$ cat src/rtl/mvau_weight_streamer.sv
// Multi-bank MVAU weight store with runtime load port and a
// multi-pass address sequencer streaming one word per bank per beat.
module mvau_weight_streamer #(
  parameter int PE           = 2,
  parameter int SIMD         = 2,
  parameter int TW           = 1,
  parameter int WMEM_DEPTH   = 4,
  parameter int WMEM_ADDR_BW = 2,
  parameter int PE_BW        = 1
) (
  input  logic                      aclk,
  input  logic                      aresetn,
  input  logic                      start,
  input  logic [15:0]               num_reps,
  input  logic                      clear,
  output logic                      busy,
  output logic                      done,
  input  logic                      wr_en,
  input  logic [PE_BW-1:0]          wr_pe,
  input  logic [WMEM_ADDR_BW-1:0]   wr_addr,
  input  logic [SIMD*TW-1:0]        wr_data,
  output logic                      wr_err,
  output logic                      out_v,
  input  logic                      out_rdy,
  output logic [PE*SIMD*TW-1:0]     out_data,
  output logic                      out_last
);

  localparam int DW   = SIMD * TW;
  localparam int OW   = PE * DW;
  localparam int AI_W = (WMEM_DEPTH > 1) ? $clog2(WMEM_DEPTH) : 1;
  localparam int PI_W = (PE > 1) ? $clog2(PE) : 1;

  localparam logic [PE_BW:0]        PE_LIM  = PE[PE_BW:0];
  localparam logic [WMEM_ADDR_BW:0] A_LIM   = WMEM_DEPTH[WMEM_ADDR_BW:0];
  localparam logic [AI_W-1:0]       A_LAST  = AI_W'(WMEM_DEPTH - 1);

  typedef enum logic [1:0] {
    IDLE,
    RUN,
    DRAIN
  } state_t;

  state_t state, state_n;

  logic [DW-1:0]   mem [PE][WMEM_DEPTH];
  logic [OW-1:0]   rd_word;
  logic [OW-1:0]   rd_q;
  logic            rd_vld;
  logic            rd_last;

  logic [AI_W-1:0] addr;
  logic [15:0]     pass;
  logic [15:0]     reps;

  logic [OW-1:0]   buf_d [2];
  logic [1:0]      buf_l;
  logic            wp;
  logic            rp;
  logic [1:0]      count;

  logic            go;
  logic            go_zero;
  logic            issue;
  logic            full;
  logic            push;
  logic            pop;
  logic            drain_done;
  logic            wr_ok;
  logic            at_end;

  assign go      = (state == IDLE) && start && (num_reps != 16'd0);
  assign go_zero = (state == IDLE) && start && (num_reps == 16'd0);
  assign push    = rd_vld;
  assign pop     = out_v && out_rdy;
  assign full    = (count == 2'd2) || ((count == 2'd1) && rd_vld);
  assign at_end  = (addr == A_LAST) && (pass == reps - 16'd1);

  assign wr_ok = wr_en && (state == IDLE)
              && ({1'b0, wr_pe} < PE_LIM)
              && ({1'b0, wr_addr} < A_LIM);

  always_ff @(posedge aclk or negedge aresetn) begin
    if (!aresetn) state <= IDLE;
    else          state <= state_n;
  end

  always_comb begin
    state_n = state;
    unique case (state)
      IDLE:    if (go) state_n = RUN;
      RUN:     if (issue && at_end) state_n = DRAIN;
      DRAIN:   if ((count == 2'd0) && !rd_vld) state_n = IDLE;
      default: state_n = IDLE;
    endcase
    if (clear) state_n = IDLE;
  end

  // A pop this cycle frees a slot, so issuing against it keeps the stream bubble-free
  always_comb begin
    busy       = 1'b0;
    issue      = 1'b0;
    drain_done = 1'b0;
    unique case (state)
      IDLE:    ;
      RUN: begin
        busy  = 1'b1;
        issue = !full || pop;
      end
      DRAIN: begin
        busy       = 1'b1;
        drain_done = (count == 2'd0) && !rd_vld;
      end
      default: ;
    endcase
  end

  always_ff @(posedge aclk) begin
    if (wr_ok) mem[wr_pe[PI_W-1:0]][wr_addr[AI_W-1:0]] <= wr_data;
  end

  always_comb begin
    rd_word = '0;
    for (int p = 0; p < PE; p++) rd_word[p*DW +: DW] = mem[p][addr];
  end

  always_ff @(posedge aclk or negedge aresetn) begin
    if (!aresetn) begin
      addr <= '0;
      pass <= '0;
      reps <= '0;
    end else if (clear) begin
      addr <= '0;
      pass <= '0;
    end else if (go) begin
      addr <= '0;
      pass <= '0;
      reps <= num_reps;
    end else if (issue) begin
      if (addr == A_LAST) begin
        addr <= '0;
        pass <= pass + 16'd1;
      end else begin
        addr <= addr + AI_W'(1);
      end
    end
  end

  always_ff @(posedge aclk or negedge aresetn) begin
    if (!aresetn) begin
      rd_vld  <= 1'b0;
      rd_last <= 1'b0;
      rd_q    <= '0;
    end else begin
      rd_vld  <= issue && !clear;
      rd_last <= issue && (addr == A_LAST);
      if (issue) rd_q <= rd_word;
    end
  end

  always_ff @(posedge aclk or negedge aresetn) begin
    if (!aresetn) begin
      buf_d[0] <= '0;
      buf_d[1] <= '0;
      buf_l    <= '0;
      wp       <= 1'b0;
      rp       <= 1'b0;
      count    <= '0;
    end else if (clear) begin
      wp    <= 1'b0;
      rp    <= 1'b0;
      count <= '0;
    end else begin
      if (push) begin
        buf_d[wp] <= rd_q;
        buf_l[wp] <= rd_last;
        wp        <= ~wp;
      end
      if (pop) rp <= ~rp;
      count <= count + 2'(push) - 2'(pop);
    end
  end

  logic zero_done;
  always_ff @(posedge aclk or negedge aresetn) begin
    if (!aresetn) begin
      zero_done <= 1'b0;
      wr_err    <= 1'b0;
    end else begin
      zero_done <= go_zero && !clear;
      wr_err    <= wr_en && !wr_ok;
    end
  end

  assign done     = (drain_done && !clear) || zero_done;
  assign out_v    = (count != 2'd0);
  assign out_data = out_v ? buf_d[rp] : '0;
  assign out_last = out_v && buf_l[rp];

endmodule

$ cat config.mk
export PLATFORM = sky130hd
export DESIGN_NAME = mvau_weight_streamer
export DESIGN_NICKNAME = d
export VERILOG_FILES = /design/src/rtl/mvau_weight_streamer.sv
export SDC_FILE = /design/constraint.sdc
export NUM_CORES = 1
export LEC_CHECK = 0
export CORE_MARGIN = 3
export CORE_UTILIZATION = 40
export CTS_CLUSTER_DIAMETER = 150
export CTS_CLUSTER_SIZE = 24
export DETAILED_ROUTE_END_ITERATION = 12
export PLACE_DENSITY = 0.7
export SYNTH_ARGS = -nofsm -noshare
export SYNTH_HDL_FRONTEND = slang
export SYNTH_SLANG_ARGS = --single-unit
$ cat constraint.sdc
create_clock -name aclk -period 4.4 [get_ports aclk]
set_input_delay 0.44 -clock aclk [delete_from_list [all_inputs] [get_ports aclk]]
set_output_delay 0.44 -clock aclk [all_outputs]
set_load 0.005 [all_outputs]
==> run_results.csv, run 1 <==
group,metric,value,unit
yosys,syn_inst,335,
pwr,p_comb,0.000635,W
yosys,common_cells,"dfrtp_1, nor2_1, mux2_2",
final_timing,hold_ws,0.2300,ns
pwr,maxPowerGroup,"registers",
layout,seq_area_share,42.72,%
clock_network,cts_resized,0,
yosys,avgSynthCellArea,11.47,µm²
job,cap_violations,0,
placed_design,gp_congestion,0.8820,
global_route,grt_pass1_vias,2616,
layout,signal_buffers,36,
outcome,status,"complete, no violations",
setup_path,r2r_start,"reps[0]",
final_timing,grt_setup_unrepaired,"false",
layout,largest_cell_class,"sequential cells",
yosys,yosys_cells,335,
final_timing,setup_ws,1.621,ns
floorplanning,ios,36,
pwr,p_seq_share,45.0,%
run 1: worst max-delay path, cell delays in order (launching register included):
cell     delay [ns]
dfrtp_1        0.45
inv_1          0.08
ha_1           0.19
nor3b_2        0.47
nand4_1        0.18
xnor2_1        0.22
nand4_1        0.11
or4_4          0.54
and2_4         0.18
o221a_1        0.24
run 1: per-layer routing:
layer  track usage, %  up-vias  share of wire (%)
li1                 -     1276                  -
met1            18.51     1291                 46
met2            23.54       37                 50
met5                0        -                  0
met3            2.545        6                2.7
met4            5.413        0                1.1
run 1: cell families (layout without fill, tap and decap cells):
family,after synthesis,count (layout)
AND-OR/OR-AND,29,29
XOR/XNOR,34,34
adder cells (fa/ha/maj),9,9
buffers and inverters,23,63
flip-flops,74,74
multiplexers,42,42
AND/OR/NAND/NOR,124,124
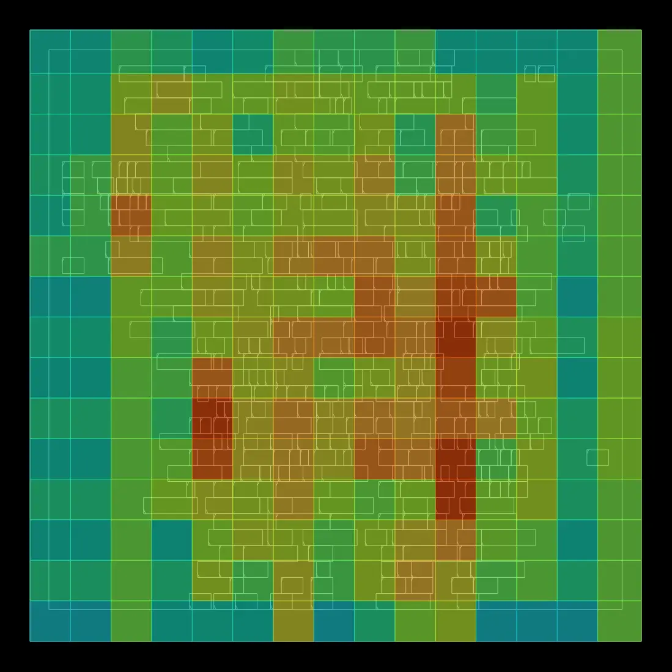
run_1/congestion_map.png
wire length per cell: 14.66 µm
Final Util: 48.71%
Most Used Layer, Global Route: met2
M3 GR Usage: 2.545%
Global Route met1 Usage: 18.51%

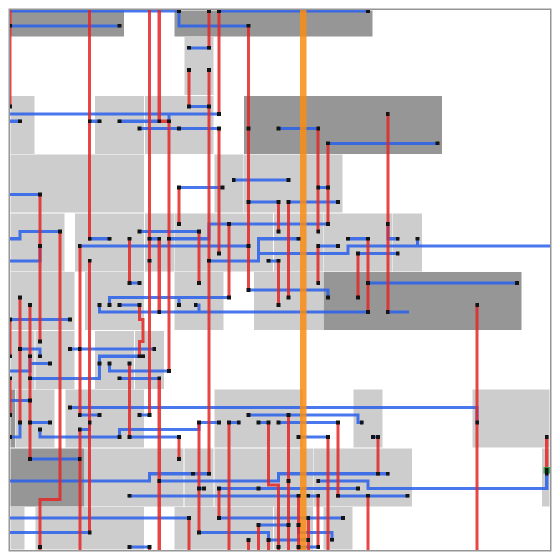
run_1/closeup.png
Region (66, 66) to (91, 91) µm. Cells in grey, sequential cells in the stronger grey; small squares are vias.
Key: red = M2; green = M3; blue = M1; orange = M4
Sequential cells in the window: 2. 36 logic cells have their middle in the window. Most frequent: ha_1 (6), inv_1 (5), nor2_1 (4). Netlist names of flops here include count (2).

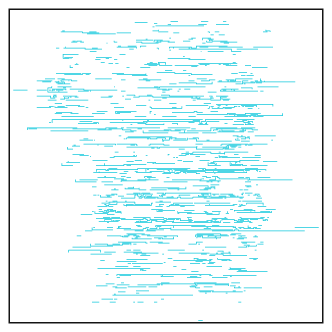
run_1/m1.png
Scale: 3 px per µm.
The layer holds 46% of the routed length. The longest straight run is 50.1 µm. The layer carries 3,390 µm of wire. 370 nets have wire on it. The wires run mostly horizontal.

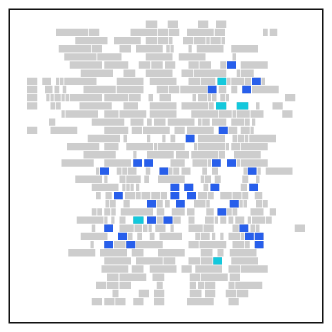
run_1/gates.png
Scale: 3 px per µm.
Key: blue = xor and xnor cells [cells 34]; cyan = non-inverting ao/oa cells [cells 5]
most common logic cell in the routed design: dfrtp_1
logic share of the area: 39.79%

run_1/ff_map.png
Scale: 4 px per µm. Other sequential cells in the stronger grey, the rest of the logic in the fainter grey.
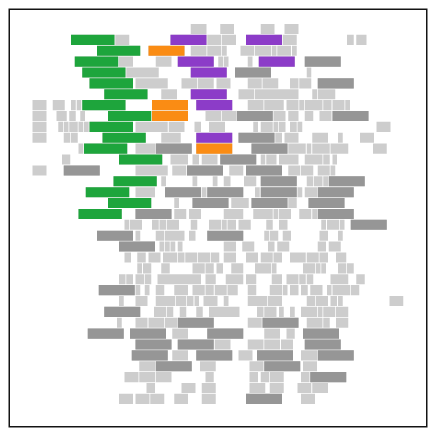

--- run 2 (diff from run 1) ---
--- a/config.mk
+++ b/config.mk
@@ -10,7 +10,7 @@
 export CTS_CLUSTER_DIAMETER = 150
 export CTS_CLUSTER_SIZE = 24
 export DETAILED_ROUTE_END_ITERATION = 12
-export PLACE_DENSITY = 0.7
+export PLACE_DENSITY = 0.72
 export SYNTH_ARGS = -nofsm -noshare
 export SYNTH_HDL_FRONTEND = slang
 export SYNTH_SLANG_ARGS = --single-unit
==> constraint.sdc (replaced) <==
create_clock -name aclk -period 2.3 [get_ports aclk]
set_input_delay 0.23 -clock aclk [delete_from_list [all_inputs] [get_ports aclk]]
set_output_delay 0.23 -clock aclk [all_outputs]
set_load 0.005 [all_outputs]
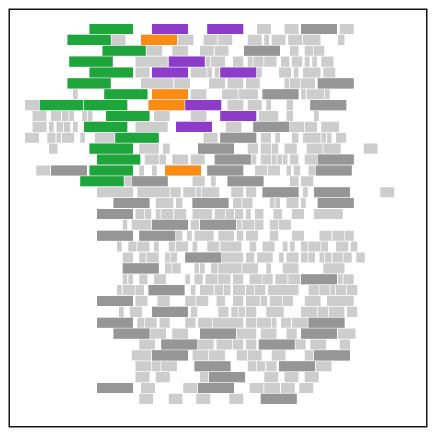
run_2/ff_map.png
Scale: 4 px per µm. Other sequential cells in the stronger grey, the rest of the logic in the fainter grey.
Key: purple = buf_d [sequential cells 8, where top centre]; green = mem [sequential cells 16, where upper left]; orange = rd_q [sequential cells 4]

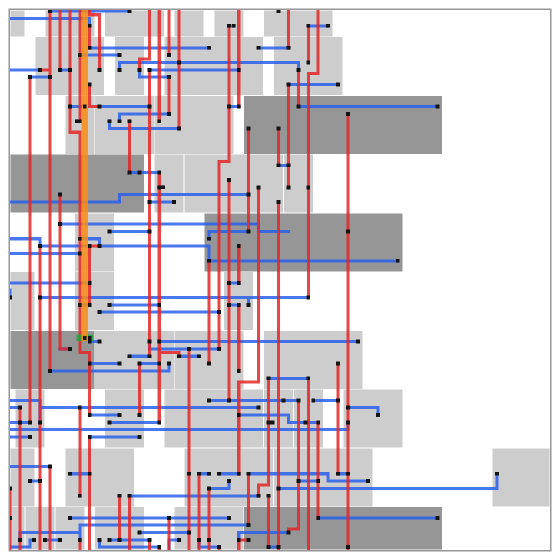
run_2/closeup.png
Region (66, 66) to (91, 91) µm. Cells in grey, sequential cells in the stronger grey; small squares are vias.
Key: green = M3; orange = M4; blue = M1; red = M2
Most frequent: inv_1 (5), ha_1 (5), dfrtp_1 (4). Sequential cells in the window: 4. 36 logic cells have their middle in the window.

==> run 2 against run 1 <==
Against the previous run: the flow now finishes with violations (negative setup slack); wire length increased by 6.8%; critical path depth unchanged; critical path type unchanged; largest power group unchanged; critical endpoint unchanged; final area rose by 6.7%; via count is 7.2% higher; largest cell class unchanged; synthesized cell count is the same; cell count is 6.9% higher.
==> run_results.csv, run 2 <==
group,metric,value,unit
layout,largest_cell_class,"sequential cells",
setup_path,worstPathCellList,"inv_1 -> ha_2 -> nor3b_4 -> and3_4 -> o2bb2ai_2 -> o2bb2ai_2 -> or4_4 -> and2_4 -> o221a_1",
outcome,violations,"negative setup slack",
setup_path,critical-path-max-stage-delay,0.53,ns
layout,comb_area_share,38.45,%
yosys,avgSynthCellArea,11.47,µm²
setup_path,r2r_start,"reps[0]",
setup_path,cp_common_cell,"o2bb2ai_2",
final_timing,setup_ws,-0.1682,ns
yosys,yosys_cells,335,
yosys,syn_inst,335,
final_timing,setup_viol,2,
layout,signal_buffers,71,
layout,seq_area_share,40.03,%
layout,fin_util,51.98,%
floorplanning,ios,36,
setup_path,crit_path_top_delay_cell,"or4_4",
final_timing,grt_setup_unrepaired,"true",
yosys,common_cells,"dfrtp_1, nor2_1, mux2_2",
outcome,status,"finished, violations left",
layout,final_common_cell,"dfrtp_1",
placed_design,gp_congestion,0.8714,
pwr,p_comb,0.00166,W
pwr,maxPowerGroup,"registers",
clock_network,cts_setup_buffers,2,
global_route,grt_pass1_vias,2869,
final_timing,hold_ws,0.3457,ns
job,cap_violations,0,
## run 2: cell counts after synthesis
No cell type changed its count.
## run 2: cells by family (layout without fill, tap and decap cells)
family / count (synthesis) / after routing
AND/OR/NAND/NOR: 124 / 124
flip-flops: 74 / 74
multiplexers: 42 / 42
XOR/XNOR: 34 / 34
AND-OR/OR-AND: 29 / 29
buffers and inverters: 23 / 98
adder cells (fa/ha/maj): 9 / 9
## run 2: worst max-delay path, delay by kind of cell, from the launching register on
kind / cells / cell delay, ns
AND-OR/OR-AND: 3 / 0.41
buffers and inverters: 1 / 0.08
flip-flops: 1 / 0.44
AND/OR/NAND/NOR: 4 / 1.27
adder cells (fa/ha/maj): 1 / 0.17
## run 2: layer usage
metal	track usage, %	part of all wire, %
met5	0	0
met4	5.603	2.1
met3	3.600	3.4
met2	25.86	49
met1	19.76	45
--- run 3 (diff from run 2) ---
--- a/config.mk
+++ b/config.mk
@@ -11,6 +11,8 @@
 export CTS_CLUSTER_SIZE = 24
 export DETAILED_ROUTE_END_ITERATION = 12
 export PLACE_DENSITY = 0.72
+export SETUP_SLACK_MARGIN = 0.02
+export SKIP_LAST_GASP = 1
 export SYNTH_ARGS = -nofsm -noshare
 export SYNTH_HDL_FRONTEND = slang
 export SYNTH_SLANG_ARGS = --single-unit
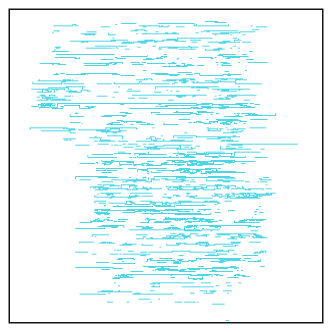
run_3/m1.png
Scale: 3 px per µm.
The wires run mostly horizontal. The longest straight run is 46.2 µm. 410 nets have wire on it. The layer carries 3,570 µm of wire.
final wirelength: 7894 µm
total number of vias: 2,799
Global Route met1 Usage: 19.76%

==> run 3 against run 2 <==
Against the previous run: the flow still finishes with violations (negative setup slack); flip-flop count is the same; fmax unchanged; worst hold slack did not move; non-clock buffer count stayed put; die size is the same; critical path depth is the same; first-iteration DRC count unchanged; total power is the same; clock skew unchanged; synthesized cell count unchanged; largest cell class unchanged.
==> run_results.csv, run 3 <==
group,metric,value,unit
outcome,status,"finished, violations left",
outcome,violations,"negative setup slack",
setup_path,r2r_start,"reps[0]",
pwr,p_comb,0.00166,W
placed_design,gp_congestion,0.8714,
setup_path,crit_path_top_delay_cell,"or4_4",
job,cap_violations,0,
setup_path,critical-path-max-stage-delay,0.53,ns
yosys,avgSynthCellArea,11.47,µm²
layout,comb_area_share,38.45,%
setup_path,crit_cells,9,
yosys,syn_inst,335,
layout,largest_cell_class,"sequential cells",
layout,seq_area_share,40.03,%
final_timing,grt_setup_unrepaired,"true",
setup_path,path_delay_family,"simple AND/OR/NAND/NOR gates",
drt,met3_wirelength,266,µm
final_timing,setup_viol,2,
floorplanning,ios,36,
final_timing,setup_ws,-0.1682,ns
yosys,common_cells,"dfrtp_1, nor2_1, mux2_2",
drt,dr.max_layer_used,"met4",
drt,wl_met1,3566,µm
final_timing,hold_ws,0.3457,ns
pwr,maxPowerGroup,"registers",
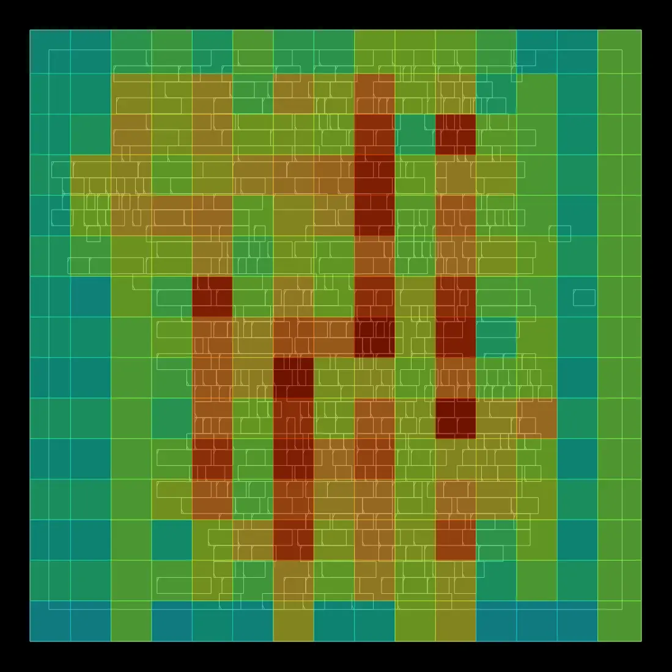
run_3/congestion_map.png
grt met2 use: 25.86%
wire length per cell: 14.65 µm
Final Util: 51.98%

-- run 3: cell counts in the layout (fill, tap and decap cells not counted) --
Identical to the previous run, type by type.
-- run 3: repair_timing --
action,in CTS,in global routing
buffers inserted,2,0
gates resized,5,2
endpoints found under the hold margin,17,0
endpoints found under the setup margin,2,2
hold buffers,1,0
pin swaps,8,2
-- run 3: logic make-up after synthesis --
group	Yosys count	synth area share, %
flip-flops	74	50.26
AND-OR/OR-AND	29	5.339
buffers and inverters	23	2.929
XOR/XNOR	34	7.747
AND/OR/NAND/NOR	124	17.58
multiplexers	42	13.22
adder cells (fa/ha/maj)	9	2.930
-- run 3: routing by layer --
layer  GRT usage, %  vias to the layer above
met5              0                        -
met4          5.603                        0
met3          3.600                       13
met2          25.86                       50
met1          19.76                     1385
li1               -                     1351
Power figures rest on the tool's default switching activity, not on a simulated workload.
